[config.mk]
export PLATFORM = sky130hd
export DESIGN_NAME = demux1_2_buf
export DESIGN_NICKNAME = d
export VERILOG_FILES = /design/src/rtl/demux1_2_buf.sv
export SDC_FILE = /design/constraint.sdc
export NUM_CORES = 1
export LEC_CHECK = 0
export CORE_ASPECT_RATIO = 0.8
export CORE_MARGIN = 8
export CORE_UTILIZATION = 30
export CTS_CLUSTER_SIZE = 24
export DETAILED_ROUTE_END_ITERATION = 10
export GPL_TIMING_DRIVEN = 0
export PLACE_DENSITY = 0.58
export SLEW_MARGIN = 15
export SYNTH_ARGS = -nofsm -noshare
export SYNTH_HDL_FRONTEND = slang
export SYNTH_SLANG_ARGS = --single-unit
[constraint.sdc]
create_clock -name clk -period 2.4 [get_ports clk]
set_clock_uncertainty 0.15 [all_clocks]
set_input_delay 0.48 -clock clk [delete_from_list [all_inputs] [get_ports clk]]
set_output_delay 0.48 -clock clk [all_outputs]
set_load 0.05 [all_outputs]
[src/rtl/demux1_2_buf.sv]
// Buffered 1-to-2 demultiplexer: each input word is steered by `s` into one of two
// small FIFOs. Optional per-output push statistics are enabled by DEMUX1_2_BUF_STATS_EN.
module demux1_2_buf #(
    parameter int  WIDTH = 32,
    parameter int  DEPTH = 2,
    localparam int CW    = $clog2(DEPTH) + 1
) (
    input  logic             clk,
    input  logic             rst_n,
    input  logic [WIDTH-1:0] in,
    input  logic             s,
    input  logic             in_valid,
    output logic             in_ready,
    output logic [WIDTH-1:0] out1,
    output logic             out1_valid,
    input  logic             out1_ready,
    output logic [WIDTH-1:0] out2,
    output logic             out2_valid,
    input  logic             out2_ready,
`ifdef DEMUX1_2_BUF_STATS_EN
    output logic [15:0]      stat1,
    output logic [15:0]      stat2,
`endif
    output logic [CW-1:0]    count1,
    output logic [CW-1:0]    count2
);
    localparam int PW = $clog2(DEPTH);

    logic [WIDTH-1:0] mem1 [DEPTH];
    logic [WIDTH-1:0] mem2 [DEPTH];
    logic [PW-1:0]    wr1, rd1, wr2, rd2;
    logic [CW-1:0]    cnt1, cnt2;
    logic             full1, full2;
    logic             push1, push2, pop1, pop2;

    // Readiness looks only at occupancy: a full FIFO refuses even while it pops.
    assign full1    = (cnt1 == CW'(DEPTH));
    assign full2    = (cnt2 == CW'(DEPTH));
    assign in_ready = s ? !full2 : !full1;

    assign push1 = in_valid && in_ready && !s;
    assign push2 = in_valid && in_ready && s;
    assign pop1  = out1_valid && out1_ready;
    assign pop2  = out2_valid && out2_ready;

    assign out1       = mem1[rd1];
    assign out2       = mem2[rd2];
    assign out1_valid = (cnt1 != '0);
    assign out2_valid = (cnt2 != '0);
    assign count1     = cnt1;
    assign count2     = cnt2;

    // Storage is cleared on reset so a discarded word can never resurface at the head.
    always_ff @(posedge clk or negedge rst_n) begin
        if (!rst_n) begin
            for (int i = 0; i < DEPTH; i++) mem1[i] <= '0;
            wr1  <= '0;
            rd1  <= '0;
            cnt1 <= '0;
        end else begin
            if (push1) begin
                mem1[wr1] <= in;
                wr1       <= wr1 + 1'b1;
            end
            if (pop1) rd1 <= rd1 + 1'b1;
            case ({push1, pop1})
                2'b10:   cnt1 <= cnt1 + 1'b1;
                2'b01:   cnt1 <= cnt1 - 1'b1;
                default: cnt1 <= cnt1;
            endcase
        end
    end

    always_ff @(posedge clk or negedge rst_n) begin
        if (!rst_n) begin
            for (int i = 0; i < DEPTH; i++) mem2[i] <= '0;
            wr2  <= '0;
            rd2  <= '0;
            cnt2 <= '0;
        end else begin
            if (push2) begin
                mem2[wr2] <= in;
                wr2       <= wr2 + 1'b1;
            end
            if (pop2) rd2 <= rd2 + 1'b1;
            case ({push2, pop2})
                2'b10:   cnt2 <= cnt2 + 1'b1;
                2'b01:   cnt2 <= cnt2 - 1'b1;
                default: cnt2 <= cnt2;
            endcase
        end
    end

`ifdef DEMUX1_2_BUF_STATS_EN
    // Saturating counters of accepted pushes per output.
    always_ff @(posedge clk or negedge rst_n) begin
        if (!rst_n) begin
            stat1 <= '0;
            stat2 <= '0;
        end else begin
            if (push1 && (stat1 != 16'hFFFF)) stat1 <= stat1 + 16'd1;
            if (push2 && (stat2 != 16'hFFFF)) stat2 <= stat2 + 16'd1;
        end
    end
`endif

endmodule

==> results.json <==
{
  "status": "complete, no violations",
  "ys_types": 21,
  "die_w_um": 175,
  "final-setup-viol-count": 0,
  "ys_ff": 136,
  "path_class": "reg2out",
  "path_depth": 3,
  "worst-path-max-fanout": 10,
  "syn_area_per_cell_um2": 15.8,
  "holdWs_ns": 0.333,
  "dieArea_um2": 24900,
  "fin_nets": 548,
  "slew_violations": 0,
  "fin_crit_ns": 2.33,
  "period_used_pct": 97.1,
  "num_vias": 3530,
  "drt_iter0_markers": 169,
  "floorplan.core_util_pct": 30.5,
  "yosys.stat.seqShare_pct": 56.4,
  "cts_root_buffer": "clkbuf_16",
  "grt_pass1_wl_um": 23300,
  "maxSlewHeadroom_pct": 62.3,
  "numPortBuffers": 108,
  "track_usage_pct": 12.3,
  "tightest_slew_ns": 0.565,
  "worstPathArrival_ns": 1.70,
  "syn_inst": 381,
  "drc": 0,
  "synth_area_um2": 6030,
  "antenna_found_initial": 0,
  "cpMaxStageDelayCell": "dfrtp_2",
  "wl_per_cell_um": 18.6,
  "worstHoldStart": "mem1[55]",
  "dr.pass1.iters": 4,
  "log.warning_count": 30,
  "synth-main-ff-cell": "dfrtp_1",
  "hold_viol": 0,
  "ff2ff_path_depth": 4,
  "slowest_delay_ns": 0.45,
  "fillers": 1859,
  "crit_family": "flip-flops",
  "crit_buf_inv": 2,
  "cts.sinks": 136,
  "layout.cells.non_filler": 786,
  "max-cap-violations": 0,
  "wl_um": 14700,
  "path_clk_slew_ns": 0.06,
  "die_h_um": 143,
  "design.core.area_um2": 19800,
  "grt_max_degree": 103,
  "cts_tree": "yes",
  "clock_path_buffers": 2,
  "dp_hpwl_um": 10100,
  "final_cell_mix": "mux2_2 (157), dfrtp_1 (134), buf_2 (68), clkdlybuf4s50_1 (38), mux2_4 (30)",
  "drt.antenna.violating_nets": 0,
  "rsz0062_at_grt": "false",
  "num_rows": 46,
  "htree_num_levels": 4,
  "io_pins": 109
}
## stage by stage
| step | cell area (um2) | setup WS (ns) | setup TNS, ns |
|---|---|---|---|
| final | 7910 | 0.0689 | 0 |
| after floorplan | 6030 | 0.0863 | 0 |
| after global routing | 7900 | 0.00188 | 0 |
| after detailed placement | 7480 | -0.685 | -46.71 |
| after global placement | 7440 | -4.62 | -671.43 |
| after CTS | 7970 | -0.186 | -0.886 |
## registers in the layout, summed over array words and instances, names as in the netlist
| register | flops |
|---|---|
| count1 | 2 |
| count2 | 2 |
| mem1 | 64 |
| mem2 | 64 |
| rd1 | 1 |
| rd2 | 1 |
| wr1 | 1 |
| wr2 | 1 |
## synthesized netlist by cell type, types with 2 or more instances
cell type	count	share of area [%]
nor2_1	3	0.19
xor2_1	4	0.58
ha_1	2	0.41
mux2_4	30	7.5
buf_2	9	0.75
buf_6	4	0.75
dfrtp_1	136	56
mux2_2	157	29
clkbuf_1	8	0.50
xnor2_1	6	0.87
and2_1	2	0.21
nand2b_1	4	0.41
or2_2	2	0.21
nor2b_1	2	0.21
nor3_2	2	0.33
mux2_1	5	0.93
## routing by layer
metal  GRT usage [%]  wire length, um
met4            3.47              133
met3            3.93              795
met1            15.8             6840
met5               0                0
met2            19.5             6890
## worst register-to-register path: cells and delay by family, from the launching register on
family                 cells  cell delay [ns]
AND/OR/NAND/NOR            2             0.53
buffers and inverters      1             0.39
flip-flops                 1             0.43
multiplexers               1             0.39
## cell families (layout without fill, tap and decap cells)
kind of cell	after synthesis	after routing	synth area share, %
muxes	192	192	37.7
and+or+nand+nor	19	19	1.95
AOI/OAI and AO/OA	1	1	0.0829
other	0	1	0
DFF	136	136	56.4
adders and majority gates	2	2	0.415
xor gates and xnor gates	10	10	1.45
buffers and inverters	21	161	1.99
## layout make-up
type / count / area, um2 / share of cell area [%]
clock inverters: 11 / 194 / 2.45
flip-flops and latches: 136 / 3410 / 43.1
well taps: 264 / 330 / 4.18
clock buffers: 21 / 470 / 5.95
multi-input cells: 224 / 2510 / 31.8
diodes: 1 / 2.50 / 0.0317
repair buffers: 110 / 820 / 10.4
plain buffers: 19 / 173 / 2.18
## worst paths after layout
| path | end | slack, ns |
|---|---|---|
| worst min register to register | mem1[55] | 0.33 |
| min in group asynchronous | mem1[5] | 0.38 |
| worst max-delay path | out2[24] | 0.07 |
| worst max register to register | mem2[33] | 0.40 |
| worst min-delay path | mem1[55] | 0.33 |
| max in group asynchronous | mem1[16] | 0.90 |
## what timing repair did
action	CTS	global route
hold endpoints to repair	34	0
cloned	0	0
resized	298	26
hold buffers	1	0
endpoints found under the setup margin	68	13
setup buffers	0	0
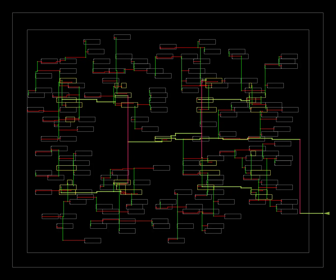
(images/clocks.png)
CTS Buf Count: 17
# clk buffers: 21

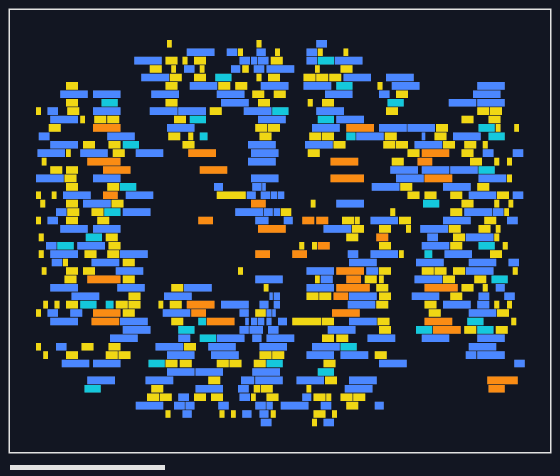
(images/sizes.png)
Bar = 50 um.
Yellow shows _2 cells, cells 232, most used mux2_2. Orange shows _6 and larger, cells 37, most used clkbuf_16. Cyan shows _3 and _4 cells, cells 35, most used mux2_4. Blue shows _0 and _1 cells, cells 217, most used dfrtp_1.
setup ws final: 0.0689 ns
Layout area overhead: 31.0%
Finished Cell Area: 7910 um2
Buffers excl. clock: 129

